<file path="config.mk">
export PLATFORM = sky130hd
export DESIGN_NAME = freq_code_detector_flat
export DESIGN_NICKNAME = d
export VERILOG_FILES = /design/src/rtl/freq_code_detector_if.sv /design/src/rtl/freq_code_detector.sv /design/src/flat_wrapper.sv
export SDC_FILE = /design/constraint.sdc
export NUM_CORES = 1
export LEC_CHECK = 0
export ABC_AREA = 1
export CELL_PAD_IN_SITES_DETAIL_PLACEMENT = 1
export CELL_PAD_IN_SITES_GLOBAL_PLACEMENT = 1
export CORE_UTILIZATION = 39
export CTS_CLUSTER_SIZE = 24
export DETAILED_ROUTE_END_ITERATION = 8
export HOLD_SLACK_MARGIN = 0.12
export PLACE_DENSITY_LB_ADDON = 0.08
export SYNTH_ARGS = -nofsm -noshare
export SYNTH_HDL_FRONTEND = slang
export SYNTH_SLANG_ARGS = --single-unit
</file>
<file path="constraint.sdc">
create_clock -name RO_Clk -period 2.1 [get_ports RO_Clk]
set_input_delay 0.315 -clock RO_Clk [delete_from_list [all_inputs] [get_ports RO_Clk]]
set_output_delay 0.315 -clock RO_Clk [all_outputs]
set_load 0.005 [all_outputs]
</file>
<file path="src/rtl/freq_code_detector_if.sv">
// Handshake-free status bundle between the frequency-code detector and its user.
// Latency: n/a (wires only); the detector registers every output it drives here.
// Backpressure: none; pulse_in is sampled every RO_Clk cycle.
interface freq_code_detector_if;
    logic       clr;        // synchronous clear, same effect as reset
    logic       pulse_in;   // carry pulse from the frequency selector
    logic [2:0] sw_out;     // decoded select code, valid while locked
    logic       locked;     // code stable over LOCK_N periods
    logic       err;        // one-cycle pulse on invalid period or timeout
    logic [9:0] period;     // last measured pulse spacing in cycles

    // Side that drives the pulse/clear and watches the status.
    modport master (
        output clr, pulse_in,
        input  sw_out, locked, err, period
    );

    // Detector side.
    modport slave (
        input  clr, pulse_in,
        output sw_out, locked, err, period
    );
endinterface

</file>
<file path="src/rtl/freq_code_detector.sv">
// Recovers the 3-bit select code from the carry-pulse spacing (P = 512 - 64*SW) and reports lock.
// Latency: outputs update at the edge that samples a pulse; lock after LOCK_N equal valid periods.
// Backpressure: none; every high pulse_in sample is a pulse. FREQ_DET_TOL_EN enables +/-1 cycle jitter tolerance.
module freq_code_detector #(
    parameter int LOCK_N  = 2,      // 1..7
    parameter int TIMEOUT = 1023    // 520..1023
) (
    input  logic                  RO_Clk,
    input  logic                  rst,
    freq_code_detector_if.slave   bus
);

    typedef enum logic [1:0] {
        S_IDLE   = 2'd0,
        S_MEAS   = 2'd1,
        S_LOCKED = 2'd2
    } state_t;

    localparam logic [2:0] LP_LOCK  = 3'(LOCK_N);
    localparam logic [9:0] LP_TO    = 10'(TIMEOUT);
    localparam logic [9:0] LP_TO_M1 = 10'(TIMEOUT - 1);

    state_t     r_state;
    logic [9:0] r_cnt;
    logic [2:0] r_cand;
    logic [2:0] r_mcnt;
    logic [2:0] r_sw_out;
    logic       r_locked;
    logic       r_err;
    logic [9:0] r_period;

    logic [9:0] w_p;        // measured period, only meaningful on a pulse cycle
    logic [9:0] w_q;        // value the code is extracted from
    logic       w_valid;
    logic [2:0] w_code;
    logic       w_match;
    logic [2:0] w_mcnt_nxt;
    logic       w_timeout;

    assign w_p = r_cnt + 10'd1;

`ifdef FREQ_DET_TOL_EN
    // Shift by one so P-1, P, P+1 land on residues 0..2 of the same 64-cycle bin.
    // 63 <= P <= 513 is the same as 64 <= P+1 <= 514; P=1023 wraps to 0 and fails the range.
    assign w_q     = w_p + 10'd1;
    assign w_valid = (w_q[5:0] <= 6'd2) && (w_q >= 10'd64) && (w_q <= 10'd514);
`else
    assign w_q     = w_p;
    assign w_valid = (w_q[5:0] == 6'd0) && (w_q >= 10'd64) && (w_q <= 10'd512);
`endif

    // code = 8 - (q >> 6) mod 8, which is the 3-bit negation of q[8:6]
    assign w_code     = 3'd0 - w_q[8:6];
    assign w_match    = (w_code == r_cand) && (r_mcnt != 3'd0);
    assign w_mcnt_nxt = w_match ? (r_mcnt + 3'd1) : 3'd1;
    // Fires on the edge where cnt would reach TIMEOUT; a pulse on that edge wins.
    assign w_timeout  = !bus.pulse_in && (r_cnt == LP_TO_M1);

    // Period counter plus the lock FSM, all outputs registered.
    always_ff @(posedge RO_Clk or posedge rst) begin
        if (rst) begin
            r_state  <= S_IDLE;
            r_cnt    <= 10'd0;
            r_cand   <= 3'd0;
            r_mcnt   <= 3'd0;
            r_sw_out <= 3'd0;
            r_locked <= 1'b0;
            r_err    <= 1'b0;
            r_period <= 10'd0;
        end else if (bus.clr) begin
            r_state  <= S_IDLE;
            r_cnt    <= 10'd0;
            r_cand   <= 3'd0;
            r_mcnt   <= 3'd0;
            r_sw_out <= 3'd0;
            r_locked <= 1'b0;
            r_err    <= 1'b0;
            r_period <= 10'd0;
        end else begin
            r_err <= 1'b0;

            if (bus.pulse_in) begin
                r_cnt <= 10'd0;
            end else if (r_cnt != LP_TO) begin
                r_cnt <= r_cnt + 10'd1;
            end

            case (r_state)
                S_IDLE: begin
                    // First pulse only opens the measurement window.
                    if (bus.pulse_in) begin
                        r_state <= S_MEAS;
                        r_mcnt  <= 3'd0;
                    end
                end

                S_MEAS: begin
                    if (bus.pulse_in) begin
                        r_period <= w_p;
                        if (w_valid) begin
                            r_cand <= w_code;
                            r_mcnt <= w_mcnt_nxt;
                            if (w_mcnt_nxt >= LP_LOCK) begin
                                r_sw_out <= w_code;
                                r_locked <= 1'b1;
                                r_state  <= S_LOCKED;
                            end
                        end else begin
                            r_err  <= 1'b1;
                            r_mcnt <= 3'd0;
                        end
                    end else if (w_timeout) begin
                        r_err    <= 1'b1;
                        r_locked <= 1'b0;
                        r_mcnt   <= 3'd0;
                        r_state  <= S_IDLE;
                    end
                end

                S_LOCKED: begin
                    if (bus.pulse_in) begin
                        r_period <= w_p;
                        if (w_valid) begin
                            // A new valid code starts a fresh match run; sw_out keeps the old code.
                            if (w_code != r_cand) begin
                                r_locked <= 1'b0;
                                r_cand   <= w_code;
                                r_mcnt   <= 3'd1;
                                r_state  <= S_MEAS;
                            end
                        end else begin
                            r_err    <= 1'b1;
                            r_locked <= 1'b0;
                            r_mcnt   <= 3'd0;
                            r_state  <= S_MEAS;
                        end
                    end else if (w_timeout) begin
                        r_err    <= 1'b1;
                        r_locked <= 1'b0;
                        r_mcnt   <= 3'd0;
                        r_state  <= S_IDLE;
                    end
                end

                default: begin
                    r_state <= S_IDLE;
                end
            endcase
        end
    end

    assign bus.sw_out = r_sw_out;
    assign bus.locked = r_locked;
    assign bus.err    = r_err;
    assign bus.period = r_period;

endmodule

</file>
<file path="src/flat_wrapper.sv">
// flat-port wrapper written by rule: the top's interface ports become plain ports
module freq_code_detector_flat 
#(
    parameter int LOCK_N  = 2,             
    parameter int TIMEOUT = 1023                
)
  (RO_Clk, rst, bus_clr, bus_pulse_in, bus_sw_out, bus_locked, bus_err, bus_period);
  freq_code_detector_if bus_i ();
  input  logic RO_Clk;
  input  logic rst;
  input wire logic [$bits(bus_i.clr)-1:0] bus_clr;
  input wire logic [$bits(bus_i.pulse_in)-1:0] bus_pulse_in;
  output wire logic [$bits(bus_i.sw_out)-1:0] bus_sw_out;
  output wire logic [$bits(bus_i.locked)-1:0] bus_locked;
  output wire logic [$bits(bus_i.err)-1:0] bus_err;
  output wire logic [$bits(bus_i.period)-1:0] bus_period;
  assign bus_i.clr = bus_clr;
  assign bus_i.pulse_in = bus_pulse_in;
  assign bus_sw_out = bus_i.sw_out;
  assign bus_locked = bus_i.locked;
  assign bus_err = bus_i.err;
  assign bus_period = bus_i.period;
  freq_code_detector #(.LOCK_N(LOCK_N), .TIMEOUT(TIMEOUT)) u_core (.RO_Clk(RO_Clk), .rst(rst), .bus(bus_i));
endmodule
</file>
Run 1, I/O nets highlighted:
Bar = 20 um.
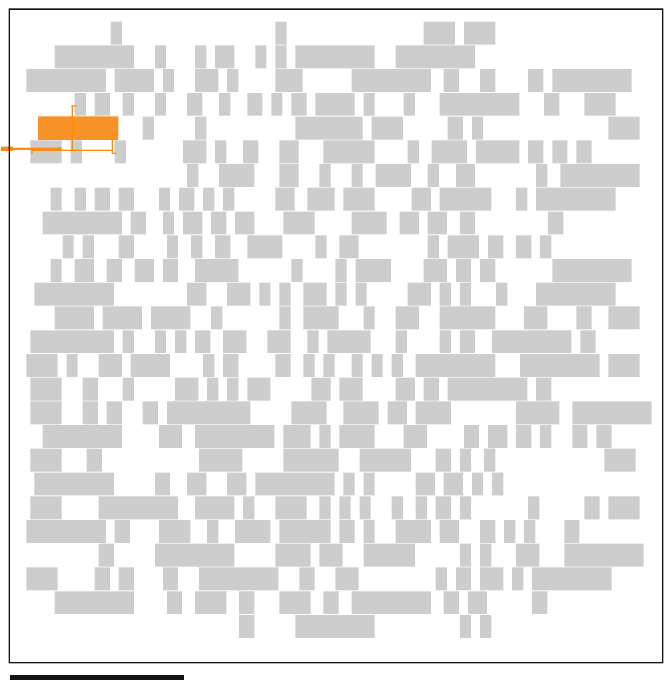
- orange: bus_locked (bits 1; direction output; end cells 1; wire 23.5 um)
Top Ports: 19
input/output buffers: 18

Run 1, placed standard cells:
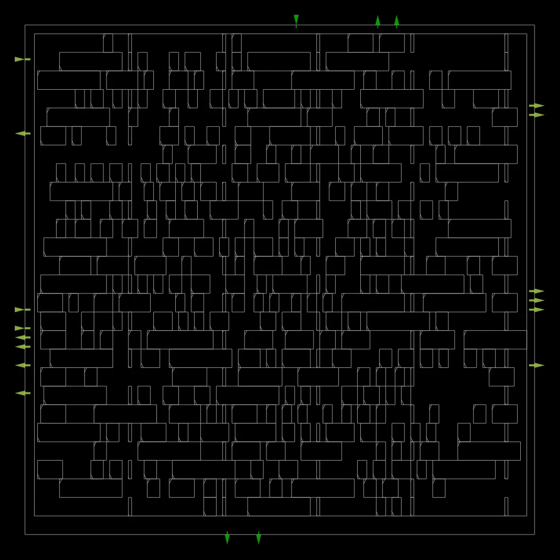
Tapcell Cnt: 70
Core Region: 0.00511 mm2
Flops: 33
Site Rows: 26

==> reports/qor.yml, run 1 <==
cts_tree: "yes"
yosys_warnings: 0
endpoint: "u_core.bus.sw_out[2]$_DFFE_PP0P_"
tightest_slew_ns: 0.759
viasPerCell: 5.02
via_count: 1851
die_y_um: 74.7
reg2reg_depth: 14
worstReg2RegStart: "u_core.r_cnt[0]$_DFFE_PP0P_"
dr.first_iter.drc_count: 65
ys_cells: 260
outcome: "complete, no violations"
clock_latency_ns: 0.30
n_antenna_cell: 0
drive_gt1_frac: 0.237
drc_errors: 0
dieArea_mm2: 0.00559
cp.arrival_ns: 2.26
leakage_nw: 1.19
rsz0062_at_grt: "yes"
synthesis.area_mm2: 0.00206
ant_nets: 0
worstReg2RegEnd: "u_core.bus.sw_out[2]$_DFFE_PP0P_"
syn_nets: 272
clockBufferDepth: 2
pre_cts_slack_ns: -0.0414
synth-main-ff-cell: "dfrtp_1"
worstPathMaxFanout: 7
hold_violations: 0
fp-utilization: 0.404
final_layout_top_logic_cells: "48 x nand2_1, 31 x inv_1, 31 x dfrtp_1"
async_flop_share: 1.00
worst_setup_path_end_kind: "flip-flop"
min_period_ns: 2.09
setup_violations: 0
edf_count: 0
clk_pin_slew_ns: 0.08
fin_nets: 310
r2r_setup_slack_ns: 0.008
hpwl_um: 4130
synth.top_cell.area_share: 0.400
skew_ns: 0.0104
grt_pass1_vias: 1865
mostFrequentLayoutCell: "nand2_1"
slew_violations: 0
synthTopCellsByArea: "dfrtp_1 40%, nand2_1 9.1%, nand3_1 6.8%, inv_1 5.8%, o21ai_0 5.3%"
stdcell_count: 369
worst-setup-path-type: "flip-flop to flip-flop"
ys_types: 32
cp-startpoint: "u_core.r_cnt[0]$_DFFE_PP0P_"
warnings: 32
grt_pass1_wl_um: 9250
common_cells: "50 x nand2_1, 33 x dfrtp_1, 32 x inv_1, 28 x nand3_1, 22 x o21ai_0"
startpoint_type: "flip-flop"
place.gp.congestion: 0.816
min_period_over_period: 0.996
required_ns: 2.27
clock-sinks: 33
top_cell: "nand2_1"
p_per_area_mw_per_mm2: 636
htreeDepth: 2
area_delta_synth_final_pct: 27.7
grt_start_max_net_pins: 34
grt-ovfl-total: 0
peakVddDrop_mv: 0.489
drt-total-wl_um: 5520
antenna_found_initial: 0
fillers: 650
fin_ws_ns: 0.00819
ys_seq_share: 0.400
slew_headroom: 0.488
dr.pass1.iters: 4
ys_area_mm2: 0.00206
netlist_instances: 260
max_cap_violations: 0
ctsHoldBuffers: 0
hp-class: "input pin to async pin"
Run 1, signal metal coverage by tile:
15 x 15 tiles, from dark blue (low) to red (high), scaled to the fullest tile. Values are wire area over tile area, all layers added.
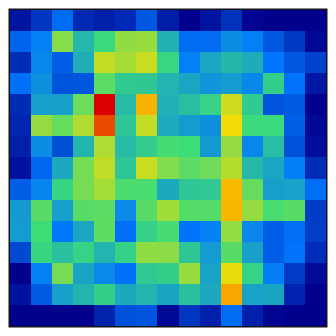
- mean over tiles: 0.15
- fullest tile: 0.44
- densest ninth of the die: middle
- nearly empty tiles: 8.0%
- emptiest ninth of the die: top right
wire length per cell: 14.9 um
All-Layer GR Usage: 0.225

-- run 1: how the worst min path moves through the flow --
stage / slack, ns / to / start / cells after the start
3_5_place_dp: 0.50 / u_core.bus.period[8]$_DFFE_PP0P_ / u_core.bus.period[8]$_DFFE_PP0P_ / 2
4_1_cts: 0.43 / u_core.r_state[0]$_DFFE_PP0P_ / rst / 3
5_1_grt: 0.48 / u_core.bus.period[3]$_DFFE_PP0P_ / rst / 3
6_report: 0.41 / u_core.r_state[0]$_DFFE_PP0P_ / rst / 3
2_1_floorplan: 0.44 / u_core.bus.err$_DFF_PP0_ / rst / 1
3_3_place_gp: 0.49 / u_core.bus.locked$_DFFE_PP0P_ / u_core.bus.locked$_DFFE_PP0P_ / 2
-- run 1: registers in the layout (all words and copies together), names as in the netlist --
register           flops
u_core.r_state         2
u_core.r_cnt          10
u_core.r_mcnt          3
u_core.bus.period     10
u_core.r_cand          3
u_core.bus.err         1
u_core.bus.locked      1
u_core.bus.sw_out      3
-- run 1: routing by layer --
metal  GRT usage  share of wire  vias up
met5           0              0        -
met4      0.0692          0.013        0
met3      0.0402          0.022        7
met2       0.365           0.48       26
met1       0.305           0.49      892
li1            -              -      926
-- run 1: cell type report --
type / instances / area (um2) / share of cell area
well taps: 70 / 87.6 / 0.0332
flip-flops and latches: 33 / 828 / 0.314
inverters: 32 / 120 / 0.0456
repair buffers: 34 / 304 / 0.115
clock inverters: 3 / 17.5 / 0.00665
clock buffers: 5 / 68.8 / 0.0261
multi-input cells: 192 / 1210 / 0.459
-- run 1: what timing repair did --
action | 4_1_cts | 5_1_grt
gates resized | 7 | 17
setup buffers | 1 | 2
pin swaps | 0 | 5
endpoints found under the setup margin | 7 | 12
-- run 1: kinds of logic (layout without fill, tap and decap cells) --
logic type / after synthesis / after routing / share of synthesized area
and+or+nand+nor: 138 / 138 / 0.349
AOI/OAI and AO/OA: 39 / 39 / 0.104
buffers and inverters: 35 / 74 / 0.0643
DFF: 33 / 33 / 0.400
adders and majority gates: 8 / 8 / 0.0485
xor gates and xnor gates: 6 / 6 / 0.0291
muxes: 1 / 1 / 0.00485
-- run 1: stage by stage --
stage               power [mW]  cell area [um2]  setup TNS (ns)  hold slack, ns   util
floorplan                 1.01             2060               0           0.444      -
global placement          1.18             2420         -0.0821           0.486  0.473
detailed placement        1.19             2420          -0.120           0.499  0.473
CTS                       1.69             2560               0           0.431  0.500
global route              1.78             2640           -1.79           0.479  0.516
finish                    1.68             2640               0           0.406  0.516
-- run 1: report_power, final --
group	internal [mW]	leakage, nW	switching (mW)	total, mW
sequential	0.671	0.453	0.0336	0.704
combinational	0.169	0.691	0.315	0.484
clock	0.229	0.0439	0.260	0.489
total	1.07	1.19	0.608	1.68
-- run 1: worst max-delay path, stage by stage, from the launching register on --
cell and delay (ns):
dfrtp_1 0.42, ha_4 0.20, nand2_4 0.06, nor2_4 0.13, nand2_2 0.08, nand2_2 0.08
nand2_4 0.10, nand3_4 0.13, nand2_2 0.07, nand2_2 0.07, nand2_4 0.07, nor3_4 0.27
o211ai_4 0.15, nand3_1 0.09, o21ai_1 0.06
--- run 2 (diff from run 1) ---
--- a/config.mk
+++ b/config.mk
@@ -9,6 +9,7 @@
 export CELL_PAD_IN_SITES_DETAIL_PLACEMENT = 1
 export CELL_PAD_IN_SITES_GLOBAL_PLACEMENT = 1
 export CORE_UTILIZATION = 39
+export CTS_CLUSTER_DIAMETER = 40
 export CTS_CLUSTER_SIZE = 24
 export DETAILED_ROUTE_END_ITERATION = 8
 export HOLD_SLACK_MARGIN = 0.12
Run 2, I/O nets highlighted:
Bar = 20 um.
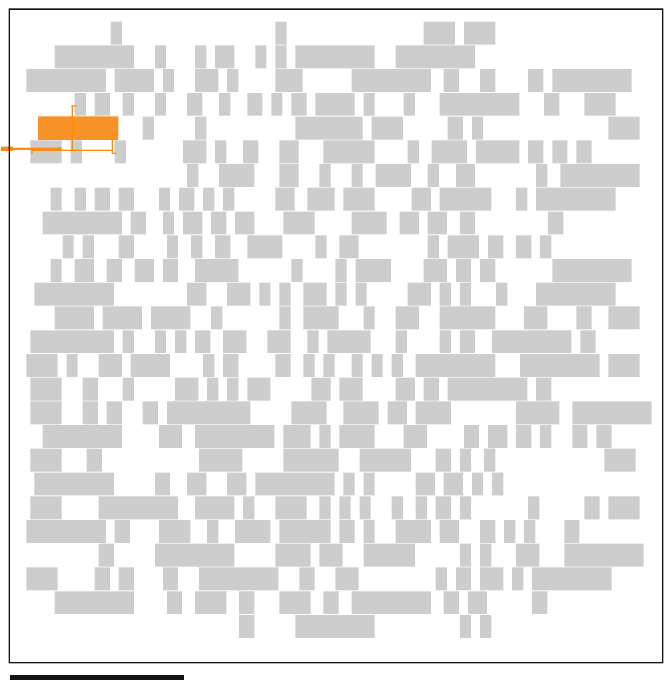
- orange: bus_locked (bits 1; direction output; end cells 1; wire 23.5 um)

Run 2, floorplan with the power grid:
Bar = 20 um. Pins as bars on the die edge. Tap cells in grey.
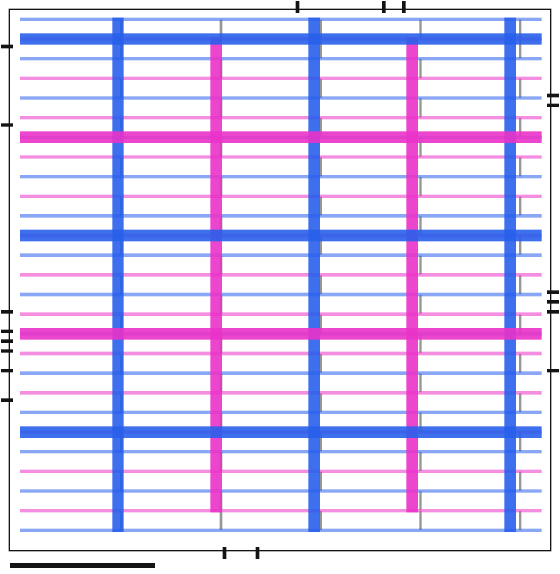
- magenta: VDD
- blue: VSS
- met1 rails: 27
- met4 straps: 5
- met5 straps: 5
- rows: 26
- tap cells: 70
Peak VDD IR: 0.489 mV
die height: 74.7 um
Die X: 74.7 um

Run 2, placed standard cells:
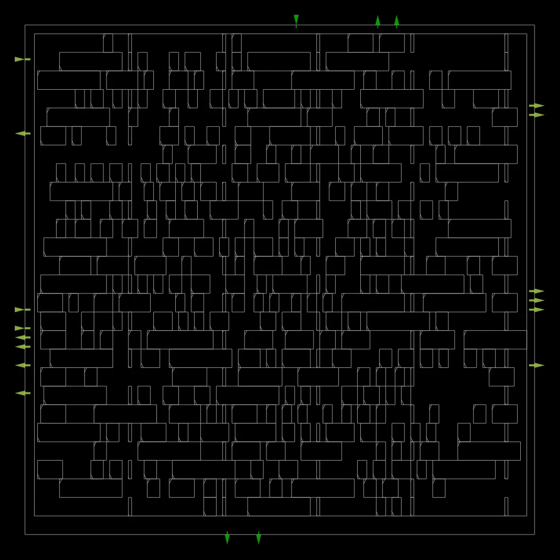
non-filler instance count after layout: 369
Final Util: 0.516
Fillers: 650

==> run 2 against run 1 <==
Effect of this change: maximum frequency unchanged; area after synthesis stayed put; power unchanged; sequential share of layout area did not move; synthesized cell count stayed put; utilization unchanged; cell count is the same; design area did not move; largest power group unchanged; setup slack unchanged; die size stayed put.
==> reports/qor.yml, run 2 <==
warnings: 32  # unchanged
n_antenna_cell: 0  # unchanged
setup_violations: 0  # unchanged
edf_count: 0  # unchanged
outcome: "complete, no violations"
rsz0062_at_grt: "yes"
grt_pass1_vias: 1865  # unchanged
worst_setup_path_end_kind: "flip-flop"
area_delta_synth_final_pct: 27.7  # unchanged
mux_area_frac: 0.00485  # unchanged
skew_ns: 0.0104  # unchanged
power_frac_seq: 0.420  # about the same
fmax_mhz: 478
drive_gt1_frac: 0.237  # unchanged
synthesis.area_mm2: 0.00206  # unchanged
aoi_share: 0.104  # unchanged
clock-sinks: 33  # unchanged
cts_tree: "yes"
place.gp.congestion: 0.816  # unchanged
yosys_warnings: 0  # unchanged
grt_pass1_wl_um: 9250  # unchanged
cp-startpoint: "u_core.r_cnt[0]$_DFFE_PP0P_"
row_count: 26  # unchanged
grt_util_all_layers: 0.225  # unchanged
tightest_slew_ns: 0.759  # unchanged
worstPathMaxFanout: 7  # unchanged
final_layout_top_logic_cells: "48 x nand2_1, 31 x inv_1, 31 x dfrtp_1"
hpwl_um: 4130  # unchanged
min_period_over_period: 0.996  # unchanged
async_flop_share: 1.00  # unchanged
simple_gate_area_frac: 0.349  # unchanged
critPathBufInv: 0  # unchanged
drc_errors: 0  # unchanged
netlist_instances: 260  # unchanged
coreArea_mm2: 0.00511  # unchanged
ios: 19  # unchanged
antenna_found_initial: 0  # unchanged
fin_area_mm2: 0.00264  # unchanged
clk_pin_slew_ns: 0.08  # about the same
routedWlPerCell_um: 14.9  # unchanged
place_inst: 358
ys_sh_adder: 0.0485  # unchanged
ys_types: 32  # unchanged
synthTopCellsByArea: "dfrtp_1 40%, nand2_1 9.1%, nand3_1 6.8%, inv_1 5.8%, o21ai_0 5.3%"
switching_share: 0.363  # unchanged
syn_nets: 272  # unchanged
synth.avg_cell_area_um2: 7.94
cp.arrival_ns: 2.26  # about the same
synth-xor-area-share: 0.0291  # unchanged
p_comb_frac: 0.288  # about the same
synth.logic.top_family: "simple AND/OR/NAND/NOR gates"
cp_cell_sequence: "ha_4, nand2_4, nor2_4, nand2_2, nand2_2, nand2_4, nand3_4, nand2_2, nand2_2, nand2_4, nor3_4, o211ai_4, nand3_1, o21ai_1"
via_count: 1851  # unchanged
fin_ws_ns: 0.00819  # unchanged
top_cell: "nand2_1"
required_ns: 2.27  # about the same
port_buffers: 18  # unchanged
ctsHoldBuffers: 0  # unchanged
cpLargestDelayFamily: "simple AND/OR/NAND/NOR gates"
drt-total-wl_um: 5520  # unchanged
slowest_delay_ns: 0.42  # about the same
power_frac_clock: 0.291  # about the same
viasPerCell: 5.02  # unchanged
slew_violations: 0  # unchanged
numSynthFlops: 33
worstReg2RegEnd: "u_core.bus.sw_out[2]$_DFFE_PP0P_"
ys_area_mm2: 0.00206  # unchanged
worst-setup-path-type: "flip-flop to flip-flop"
ant_nets: 0  # unchanged
reg2reg_depth: 14  # unchanged
startpoint_type: "flip-flop"
fp-utilization: 0.404  # unchanged
top_area_cell: "dfrtp_1"
grt_start_max_net_pins: 34  # unchanged
cts_root_buf: "clkbuf_8"
clockBufferDepth: 2  # unchanged
endpoint: "u_core.bus.sw_out[2]$_DFFE_PP0P_"
hold_violations: 0  # unchanged
p_per_area_mw_per_mm2: 636  # unchanged
slew_headroom: 0.488  # unchanged
p_switching_uw: 608  # unchanged
worstReg2RegStart: "u_core.r_cnt[0]$_DFFE_PP0P_"
clock_latency_ns: 0.30  # about the same
hp-class: "input pin to async pin"
common_cells: "50 x nand2_1, 33 x dfrtp_1, 32 x inv_1, 28 x nand3_1, 22 x o21ai_0"
dr.pass1.iters: 4  # unchanged
numCtsBuffers: 5
grt-ovfl-total: 0  # unchanged
htreeDepth: 2  # unchanged
cp.depth: 14  # unchanged
fin_nets: 310  # unchanged
crit_top_cell: "nand2_2"
leakage_nw: 1.19  # unchanged
pre_cts_slack_ns: -0.0414  # unchanged
min_period_ns: 2.09  # unchanged
intPower_mw: 1.07  # unchanged
synth-main-ff-cell: "dfrtp_1"
ys_cells: 260  # unchanged
crit_slowest_cell: "dfrtp_1"
max_cap_violations: 0  # unchanged
mostFrequentLayoutCell: "nand2_1"
ys_seq_share: 0.400  # unchanged
dieArea_mm2: 0.00559  # unchanged
power_mw: 1.68  # unchanged
dr.first_iter.drc_count: 65  # unchanged
r2r_setup_slack_ns: 0.008  # about the same
synth.top_cell.area_share: 0.400  # unchanged
placed_area_mm2: 0.00242  # unchanged
-- run 2: cell counts in the layout (fill, tap and decap cells not counted) --
No cell type changed its count.
-- run 2: worst min-delay path, delay by kind of cell --
family	cells	cell delay, ns
buf+inv	3	0.81
-- run 2: power by group through the flow --
| stage | logic [mW] | registers [mW] | clock network (mW) |
|---|---|---|---|
| final | 0.484 | 0.704 | 0.489 |
| after global routing | 0.543 | 0.711 | 0.527 |
| after CTS | 0.479 | 0.705 | 0.506 |
| after detailed placement | 0.473 | 0.716 | 0 |
| after global placement | 0.467 | 0.713 | 0 |
| after floorplan | 0.302 | 0.711 | 0 |
-- run 2: area by class of cell --
cell class / count / area, um2
clock inverter: 3 / 17.5
multi-input combinational: 192 / 1210
inverter: 32 / 120
tap: 70 / 87.6
clock buffer: 5 / 68.8
timing repair buffer: 34 / 304
fill: 650 / 2470
sequential: 33 / 828
-- run 2: logic make-up (layout without fill, tap and decap cells) --
logic type      Yosys count  after routing
simple gates            138            138
fa+ha+maj                 8              8
buf+inv                  35             74
mux                       1              1
flops                    33             33
compound gates           39             39
xor+xnor                  6              6
-- run 2: through the flow --
stage / setup TNS, ns / hold WS [ns]
finish: 0 / 0.406
global route: -1.79 / 0.479
CTS: 0 / 0.431
detailed placement: -0.120 / 0.499
global placement: -0.0821 / 0.486
floorplan: 0 / 0.444
-- run 2: per-layer routing --
metal | track usage | routed length [um] | vias to the layer above
li1 | - | - | 926
met1 | 0.305 | 2690 | 892
met2 | 0.365 | 2640 | 26
met3 | 0.0402 | 124 | 7
met4 | 0.0692 | 70 | 0
met5 | 0 | 0 | -
-- run 2: worst min path at each step --
stage,startpoint,end,slack [ns],cells past startpoint
after floorplan,rst,u_core.bus.err$_DFF_PP0_,0.44,1
after global placement,u_core.bus.locked$_DFFE_PP0P_,u_core.bus.locked$_DFFE_PP0P_,0.49,2
after CTS,rst,u_core.r_state[0]$_DFFE_PP0P_,0.43,3
after global routing,rst,u_core.bus.period[3]$_DFFE_PP0P_,0.48,3
after detailed placement,u_core.bus.period[8]$_DFFE_PP0P_,u_core.bus.period[8]$_DFFE_PP0P_,0.50,2
final,rst,u_core.r_state[0]$_DFFE_PP0P_,0.41,3
-- run 2: what timing repair did --
item	in CTS	in global routing
setup buffers	1	2
pin swaps	0	5
endpoints found under the setup margin	7	12
resized	7	17
gates cloned	0	0
endpoints found under the hold margin	0	0
Power and IR drop assume default switching activity.
